**config.mk**
```make
export PLATFORM = sky130hd
export DESIGN_NAME = mem_req_arbiter
export DESIGN_NICKNAME = d
export VERILOG_FILES = /design/src/rtl/mem_req_arbiter_pkg.sv /design/src/rtl/mem_req_arbiter.sv
export SDC_FILE = /design/constraint.sdc
export NUM_CORES = 1
export LEC_CHECK = 0
export CAP_MARGIN = 10
export CORE_AREA = 2 2 288 290
export CTS_CLUSTER_DIAMETER = 40
export DETAILED_ROUTE_END_ITERATION = 8
export DIE_AREA = 0 0 290 292
export PLACE_DENSITY = 0.44
export SLEW_MARGIN = 20
export SYNTH_ARGS = -nofsm -noshare
export SYNTH_HDL_FRONTEND = slang
export SYNTH_SLANG_ARGS = --single-unit
```
**constraint.sdc**
```tcl
create_clock -name clock -period 4.1 [get_ports clock]
set_input_delay 0.615 -clock clock [delete_from_list [all_inputs] [get_ports clock]]
set_output_delay 0.615 -clock clock [all_outputs]
set_load 0.005 [all_outputs]
```
**src/rtl/mem_req_arbiter_pkg.sv**
```systemverilog
// mem_req_arbiter_pkg: shared memory request types, line width, arbiter states and requester ids
package mem_req_arbiter_pkg;
  localparam int DCACHE_LINE_WIDTH = 128;
  localparam logic MEM_ID_ICACHE = 1'b0;
  localparam logic MEM_ID_DCACHE = 1'b1;
  typedef struct packed {
    logic [31:0]                  addr;
    logic                         is_write;
    logic [DCACHE_LINE_WIDTH-1:0] wdata;
  } memory_request_t;
  typedef enum logic [1:0] {ARB_IDLE, ARB_REQ, ARB_WAIT_RSP} mem_arb_state_t;
endpackage

```
**src/rtl/mem_req_arbiter.sv**
```systemverilog
// mem_req_arbiter: single-outstanding I$/D$ miss arbiter with D$ priority onto one memory port
// Optional I$ anti-starvation counter enabled by defining MEM_ARB_STARVE_EN.
module mem_req_arbiter
  import mem_req_arbiter_pkg::*;
#(
  parameter int STARVE_LIMIT = 8,
  parameter int CNT_W        = $clog2(STARVE_LIMIT + 1)
) (
  input  logic                         clock,
  input  logic                         reset,
  input  logic                         icache_req_valid,
  input  memory_request_t              icache_req_info,
  output logic                         icache_req_grant,
  input  logic                         dcache_req_valid,
  input  memory_request_t              dcache_req_info,
  output logic                         dcache_req_grant,
  output logic                         mem_req_valid,
  output memory_request_t              mem_req_info,
  input  logic                         mem_req_ready,
  input  logic                         mem_rsp_valid,
  input  logic [DCACHE_LINE_WIDTH-1:0] mem_rsp_data,
  output logic                         rsp_valid_miss,
  output logic [DCACHE_LINE_WIDTH-1:0] rsp_data_miss,
  output logic                         rsp_cache_id
);
  mem_arb_state_t state_q, state_d;
  memory_request_t info_q;
  logic owner_q, idle, pick_d, take;
  // Grants are forced low while reset is asserted so all outputs read 0 during reset.
  assign idle             = reset & (state_q == ARB_IDLE);
  assign dcache_req_grant = idle & pick_d;
  assign icache_req_grant = idle & icache_req_valid & ~pick_d;
  assign take             = dcache_req_grant | icache_req_grant;
  assign mem_req_valid    = state_q == ARB_REQ;
  assign mem_req_info     = info_q;

`ifdef MEM_ARB_STARVE_EN
  logic [CNT_W-1:0] starve_cnt_q, starve_cnt_d;
  logic starved;
  assign starved = starve_cnt_q == CNT_W'(STARVE_LIMIT);
  assign pick_d  = dcache_req_valid & ~(starved & icache_req_valid);
  always_comb begin
    starve_cnt_d = (!icache_req_valid || icache_req_grant) ? '0 :
                   (dcache_req_grant && !starved) ? starve_cnt_q + 1'b1 : starve_cnt_q;
  end
  always_ff @(posedge clock or negedge reset) begin
    if (!reset) starve_cnt_q <= '0;
    else        starve_cnt_q <= starve_cnt_d;
  end
`else
  assign pick_d = dcache_req_valid;
`endif

  always_comb begin
    state_d = (state_q == ARB_IDLE && take)               ? ARB_REQ      :
              (state_q == ARB_REQ && mem_req_ready)       ? ARB_WAIT_RSP :
              (state_q == ARB_WAIT_RSP && mem_rsp_valid)  ? ARB_IDLE     : state_q;
  end

  always_ff @(posedge clock or negedge reset) begin
    if (!reset) begin
      state_q        <= ARB_IDLE;
      info_q         <= '0;
      owner_q        <= MEM_ID_ICACHE;
      rsp_valid_miss <= 1'b0;
      rsp_data_miss  <= '0;
      rsp_cache_id   <= 1'b0;
    end else begin
      state_q        <= state_d;
      rsp_valid_miss <= 1'b0;
      if (take) begin
        info_q  <= pick_d ? dcache_req_info : icache_req_info;
        owner_q <= pick_d ? MEM_ID_DCACHE : MEM_ID_ICACHE;
      end
      if (state_q == ARB_WAIT_RSP && mem_rsp_valid) begin
        rsp_valid_miss <= 1'b1;
        rsp_data_miss  <= mem_rsp_data;
        rsp_cache_id   <= owner_q;
      end
    end
  end
endmodule
```
Fig. 1: run 1, clock wires, drivers and flops
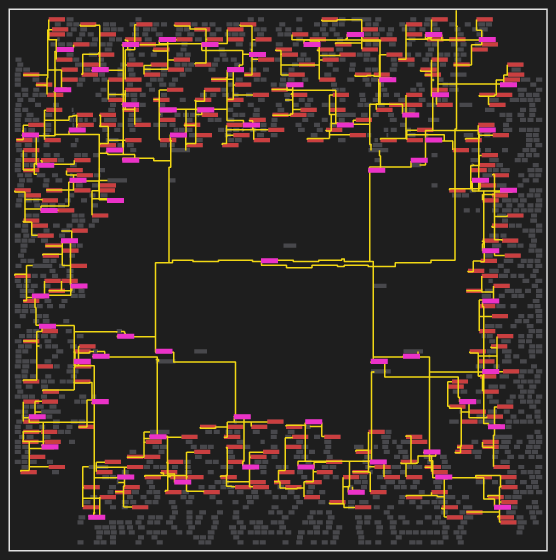
legend:
  cells driving clock nets:
    color: magenta
    count: 69
  clock wires:
    color: yellow
    length: 5750 µm
  flip-flops:
    color: red
    count: 294
routed clock nets: 70

Fig. 2: run 1, wiring by layer
Scale bar: 100 µm.
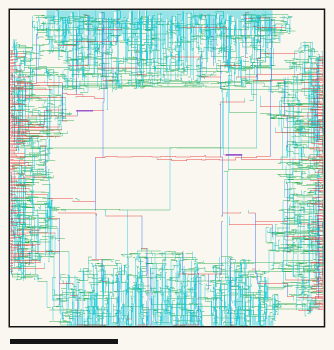
legend:
  met5:
    color: purple
    wire_length: 27.6 µm
  met1:
    color: green
    wire_length: 17300 µm
  met3:
    color: red
    wire_length: 4260 µm
  met4:
    color: blue
    wire_length: 1940 µm
  met2:
    color: cyan
    wire_length: 26.9 mm
All-Layer GR Usage: 11.6%
WL per Instance: 18.5 µm
detailed-route via count: 9870
final wirelength: 50.4 mm

==> flow_metrics.py, run 1 <==
# Flow results
metrics = {
    "clocking": {
        "cts_resized": 0,
        "htreeDepth": 3,
        "clockBufferDepth": 3,
        "clk_pin_slew_ps": 50,
        "root_buffer": "clkbuf_16",
        "cts_sinks": 294,
        "cts_tree": "yes",
    },
    "critical_path": {
        "critPathCaptureType": "output port",
        "startpoint": "reset",
        "criticalPathCategory": "in -> out",
        "path_buffers": 3,
        "crit_path_start_kind": "primary input",
        "endpoint": "dcache_req_grant",
        "crit_required_ps": 3480,
    },
    "final_timing": {
        "holdWs_ps": 482,
        "finClkSkew_ps": 30.4,
        "finalHoldViolations": 0,
        "min_period_over_period_pct": 78.5,
        "fin_crit_ps": 3220,
        "max_slew.worst_pin.slew_ps": 944,
        "max_slew_margin_pct": 37.0,
    },
    "power": {
        "switching_share_pct": 27.2,
        "leakagePower_nw": 9.72,
        "combPwrFrac_pct": 37.9,
        "internal_power_mw": 12.8,
        "p_seq_share_pct": 29.6,
    },
    "finish": {
        "num_antenna_cells": 3,
        "comb_share_pct": 22.3,
        "flops": 294,
        "clk_share_pct": 10.1,
        "final_cell_mix": "clkdlybuf4s50_1 (747), mux2_2 (362), dfrtp_1 (294)",
        "layout-drive-gt1-share_pct": 34.5,
        "n_all_buffers": 771,
        "finish.net_count": 2058,
        "buffer_area_share_pct": 31.8,
        "seq_area_um2": 7360,
        "largestClassByArea": "buffers",
        "fin_cells": 2729,
        "nFillCells": 8227,
        "inverters": 2,
        "comb_cells": 464,
    },
    "place": {
        "preCtsSetupSlack_ps": 1330,
        "placed_cell_area_um2": 21900,
    },
    "synth": {
        "ys_sh_xor_pct": 0,
        "yosysWarnings": 0,
        "syn_inst": 810,
        "edf_count": 0,
        "synthSimpleGateAreaFrac_pct": 0.350,
        "common_cells": "mux2_2 (362), dfrtp_1 (294), mux2_4 (68), mux2_1 (21), buf_4 (15)",
        "ys_chip_area_um2": 13200,
        "ys.flop_type": "dfrtp_1",
        "synth-compound-area-share_pct": 0.246,
        "ys_sh_adder_pct": 0,
        "top_cell": "mux2_2",
        "top_area_share_pct": 55.6,
    },
    "detailed_routing": {
        "via_per_inst": 3.62,
        "ant_nets": 0,
        "dr.pass1.iters": 4,
        "drc": 0,
    },
    "die": {
        "fp_util_pct": 16.2,
    },
    "global_routing": {
        "grt.overflow.total": 0,
        "grt_max_degree": 138,
    },
    "run": {
        "max_cap_violations": 0,
    },
    "status": {
        "status": "complete, no violations",
    },
}
Fig. 3: run 1, routing congestion map
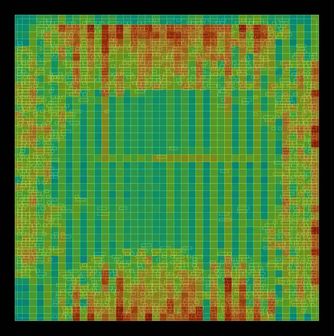
Most Used Layer, Global Route: met2
grt met1 use: 11.3%
M3 GR Usage: 4.47%
M2 GR Usage: 21.5%
final core occ: 29.8%

Fig. 4: run 1, placement by cell class
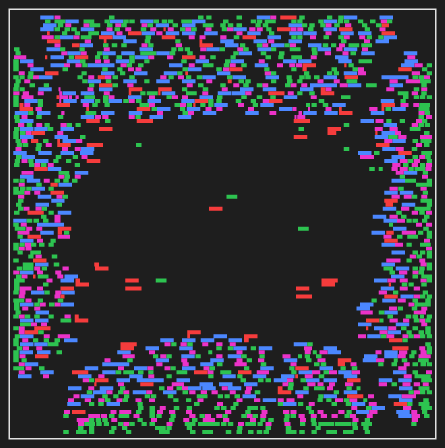
legend:
  flops:
    color: blue
    cells: 294
    share_of_their_area: 32%
  clock drivers and dummy loads:
    color: red
    cells: 125
    share_of_their_area: 11%
  other buffers and delay cells:
    color: green
    cells: 771
    share_of_their_area: 34%
  all other logic:
    color: magenta
    cells: 466
    share_of_their_area: 24%
Post-Layout Inst Area: 24300 µm²
core area: 81600 µm²
flop share of the area: 30.2%
placement row count: 105

## run 1: worst min path at each step
| stage | to | slack (ps) |
|---|---|---|
| 2_1_floorplan | mem_req_info[0]$_DFFE_PN0P_ | 320 |
| 5_1_grt | mem_req_info[144]$_DFFE_PN0P_ | 480 |
| 6_report | rsp_data_miss[11]$_DFFE_PN0P_ | 480 |
| 3_5_place_dp | mem_req_info[144]$_DFFE_PN0P_ | 480 |
| 4_1_cts | mem_req_info[144]$_DFFE_PN0P_ | 460 |
| 3_3_place_gp | rsp_data_miss[5]$_DFFE_PN0P_ | 470 |
## run 1: per-layer routing
layer  wire length, µm  vias to the layer above  track usage [%]
li1                  -                     4521                -
met1             17300                     4781             11.3
met2             26900                      448             21.5
met3              4260                      116             4.47
met4              1940                        4             5.51
met5                27                        -                0
## Run 2: what changed since run 1
--- a/config.mk
+++ b/config.mk
@@ -6,11 +6,11 @@
 export NUM_CORES = 1
 export LEC_CHECK = 0
 export CAP_MARGIN = 10
-export CORE_AREA = 2 2 288 290
+export CORE_AREA = 2 2 290 292
 export CTS_CLUSTER_DIAMETER = 40
 export DETAILED_ROUTE_END_ITERATION = 8
-export DIE_AREA = 0 0 290 292
-export PLACE_DENSITY = 0.44
+export DIE_AREA = 0 0 292 294
+export PLACE_DENSITY = 0.43
 export SLEW_MARGIN = 20
 export SYNTH_ARGS = -nofsm -noshare
 export SYNTH_HDL_FRONTEND = slang
==> constraint.sdc (replaced) <==
create_clock -name clock -period 3 [get_ports clock]
set_input_delay 0.45 -clock clock [delete_from_list [all_inputs] [get_ports clock]]
set_output_delay 0.45 -clock clock [all_outputs]
set_load 0.005 [all_outputs]
Fig. 5: run 2, placement by cell class
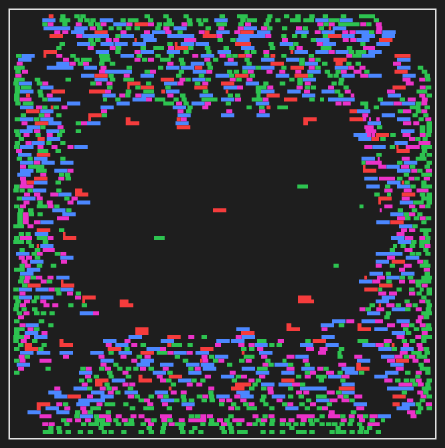
flop share of the area: 30.2%
core area: 82900 µm²
final core occ: 29.4%
Post-Layout Inst Area: 24400 µm²
placement row count: 106

==> flow_metrics.py, run 2 <==
# Flow results
metrics = {
    "finish": {
        "finish.net_count": 2067,
        "nFillCells": 8437,
        "layout-drive-gt1-share_pct": 35.1,
        "largest_register_ffs": 161,
        "fin_cells": 2749,
        "final_cell_mix": "clkdlybuf4s50_1 (747), mux2_2 (362), dfrtp_1 (294)",
    },
    "global_routing": {
        "grt_util_met2_pct": 21.6,
        "grt.overflow.total": 0,
        "met1_usage_pct": 12.0,
        "met3_usage_pct": 4.19,
        "antenna_found_initial": 1,
        "grt_max_degree": 131,
        "grt_util_all_layers_pct": 11.8,
        "busiest_layer": "met2",
    },
    "worst_hold_path": {
        "hp-class": "in -> reg",
        "hold_end": "rsp_data_miss[11]$_DFFE_PN0P_",
    },
    "detailed_routing": {
        "wl_met3_mm": 4.29,
        "dr.pass1.iters": 4,
        "routed.top_layer": "met4",
        "via_per_inst": 3.59,
        "wirelength_mm": 51.8,
        "drc": 0,
        "detail_route.wirelength.met1_mm": 18.3,
        "wl_per_cell_um": 18.9,
        "route.met2.wl_mm": 27.6,
        "vias": 9882,
        "ant_nets": 0,
    },
    "place": {
        "placed_cell_area_um2": 21900,
        "hpwl_mm": 40.0,
        "preCtsSetupSlack_ps": 644,
    },
    "power": {
        "combPwrFrac_pct": 38.2,
        "internal_power_mw": 17.5,
        "power.total_mw": 24.0,
        "power.share.clock_pct": 32.1,
        "switching_share_pct": 27.4,
        "leakagePower_nw": 9.75,
        "p_seq_share_pct": 29.7,
    },
    "synth": {
        "syn_area_um2": 13200,
        "ys_sh_adder_pct": 0,
        "yosys.area.top_type": "dfrtp_1",
        "fp_nets": 1266,
        "ys.flop_type": "dfrtp_1",
        "top_cell": "mux2_2",
        "common_cells": "mux2_2 (362), dfrtp_1 (294), mux2_4 (68), mux2_1 (21), buf_4 (15)",
        "ys_chip_area_um2": 13200,
        "synth_cell_types": 22,
        "synthArstFlopShare_pct": 100,
        "edf_count": 0,
        "synthTopLogicFamily": "multiplexers",
        "top_area_share_pct": 55.6,
        "synth-compound-area-share_pct": 0.246,
        "syn_inst": 810,
        "synth.area.mux_share_pct": 40.3,
        "synthSimpleGateAreaFrac_pct": 0.350,
        "ys_ff": 294,
        "yosysWarnings": 0,
        "ys_sh_xor_pct": 0,
    },
    "critical_path": {
        "endpoint": "icache_req_grant",
        "crit_required_ps": 2550,
        "criticalPathCategory": "in -> out",
        "startpoint": "reset",
        "critPathCaptureType": "output port",
        "path_buffers": 3,
        "r2r_start": "state_q[0]$_DFFE_PN0P_",
        "path_cells": "dlygate4sd3_1 > buf_8 > nor3b_2 > nand2_1 > nor2_1 > clkdlybuf4s50_1",
        "crit_path_start_kind": "primary input",
    },
    "final_timing": {
        "max_slew_margin_pct": 33.5,
        "min_period_over_period_pct": 88.9,
        "holdWs_ps": 461,
        "finalHoldViolations": 0,
        "finClkSkew_ps": 29.5,
        "max_slew.worst_pin.slew_ps": 997,
        "fin_crit_ps": 2670,
    },
    "clocking": {
        "cts_tree": "yes",
        "clockBufferDepth": 3,
        "clk_pin_slew_ps": 40,
        "htreeDepth": 3,
        "root_buffer": "clkbuf_16",
        "cts_sinks": 294,
    },
    "run": {
        "max_cap_violations": 0,
    },
    "die": {
        "fp_util_pct": 16.0,
        "dieArea_um2": 85800,
    },
    "status": {
        "status": "complete, no violations",
    },
}
[run 2: cell count changes in the layout (fill, tap and decap cells not counted), sizes merged]
cell	change
clkbuf	+7
diode	-1
buf	+4
bufinv	-5
clkinvlp	+3
inv	+2
[run 2: area by class of cell]
type | count | area, µm² | area share (%)
Inverter | 2 | 10.0 | 0.0410
Multi-Input combinational cell | 464 | 5420 | 22.2
Tap cell | 1080 | 1350 | 5.54
Sequential cell | 294 | 7360 | 30.2
Clock buffer | 93 | 2050 | 8.42
Clock inverter | 39 | 380 | 1.56
Antenna cell | 2 | 5.00 | 0.0205
Timing Repair Buffer | 775 | 7810 | 32.0
[run 2: repair_timing]
| item | in CTS | in global routing |
|---|---|---|
| buffers inserted | 0 | 0 |
| resized | 0 | 0 |
| hold endpoints to repair | 38 | 0 |
| hold buffers | 1 | 0 |
## Run 3: what changed since run 2
--- a/config.mk
+++ b/config.mk
@@ -11,6 +11,7 @@
 export DETAILED_ROUTE_END_ITERATION = 8
 export DIE_AREA = 0 0 292 294
 export PLACE_DENSITY = 0.43
+export SKIP_LAST_GASP = 1
 export SLEW_MARGIN = 20
 export SYNTH_ARGS = -nofsm -noshare
 export SYNTH_HDL_FRONTEND = slang
Fig. 6: run 3, wiring by layer
Scale bar: 100 µm.
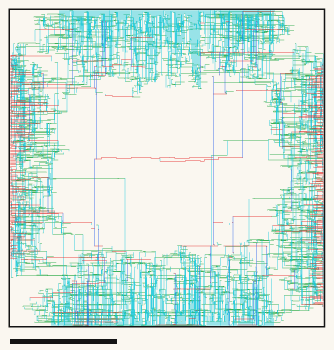
legend:
  met4:
    color: blue
    wire_length: 1620 µm
  met1:
    color: green
    wire_length: 18300 µm
  met3:
    color: red
    wire_length: 4290 µm
  met2:
    color: cyan
    wire_length: 27.6 mm
detailed-route via count: 9882
All-Layer GR Usage: 11.8%
final wirelength: 51.8 mm
WL per Instance: 18.9 µm

==> flow_metrics.py, run 3 <==
# Flow results
metrics = {
    "detailed_routing": {
        "wl_met3_mm": 4.29,
        "dr.pass1.iters": 4,
        "via_per_inst": 3.59,
        "ant_nets": 0,
    },
    "critical_path": {
        "criticalPathCategory": "in -> out",
        "path_cells": "dlygate4sd3_1 > buf_8 > nor3b_2 > nand2_1 > nor2_1 > clkdlybuf4s50_1",
        "path_buffers": 3,
        "startpoint": "reset",
        "critPathCaptureType": "output port",
    },
    "clocking": {
        "cts_resized": 0,
        "cts_tree": "yes",
        "clockBufferDepth": 3,
        "clk_pin_slew_ps": 40,
        "postCtsSetupBuffers": 0,
    },
    "global_routing": {
        "grt_util_met2_pct": 21.6,
        "grt.overflow.total": 0,
        "met1_usage_pct": 12.0,
        "grt_max_degree": 131,
        "antenna_found_initial": 1,
        "busiest_layer": "met2",
    },
    "finish": {
        "final_cell_mix": "clkdlybuf4s50_1 (747), mux2_2 (362), dfrtp_1 (294)",
    },
    "final_timing": {
        "holdWs_ps": 461,
        "max_slew.worst_pin.slew_ps": 997,
        "fin_crit_ps": 2670,
        "min_period_over_period_pct": 88.9,
        "finalHoldViolations": 0,
    },
    "synth": {
        "common_cells": "mux2_2 (362), dfrtp_1 (294), mux2_4 (68), mux2_1 (21), buf_4 (15)",
        "top_cell": "mux2_2",
        "synthTopLogicFamily": "multiplexers",
        "ys_sh_adder_pct": 0,
        "syn_inst": 810,
        "edf_count": 0,
        "synthSimpleGateAreaFrac_pct": 0.350,
        "ys_chip_area_um2": 13200,
        "fp_nets": 1266,
    },
    "status": {
        "status": "complete, no violations",
    },
    "worst_hold_path": {
        "hold_end": "rsp_data_miss[11]$_DFFE_PN0P_",
        "hp-class": "in -> reg",
    },
    "place": {
        "preCtsSetupSlack_ps": 644,
    },
    "die": {
        "core_um2": 82900,
        "dieArea_um2": 85800,
    },
    "run": {
        "max_cap_violations": 0,
    },
}
-- run 3: cell counts after synthesis --
No cell type changed its count.
-- run 3: cell type report --
class | count | area, µm²
Timing Repair Buffer | 775 | 7810
Antenna cell | 2 | 5.00
Sequential cell | 294 | 7360
Clock inverter | 39 | 380
Tap cell | 1080 | 1350
Multi-Input combinational cell | 464 | 5420
Clock buffer | 93 | 2050
Inverter | 2 | 10.0
Fill cell | 8437 | 58500
-- run 3: what timing repair did --
| action | in CTS | in global routing |
|---|---|---|
| hold endpoints to repair | 38 | 0 |
| setup endpoints to repair | 0 | 0 |
| hold buffers | 1 | 0 |
-- run 3: power breakdown --
part	total, mW	switching (mW)	internal (mW)
combinational	9.19	2.93	6.27
sequential	7.14	1.12	6.03
clock	7.71	2.54	5.17
total	24.0	6.58	17.5
Power figures rest on the tool's default switching activity, not on a simulated workload.
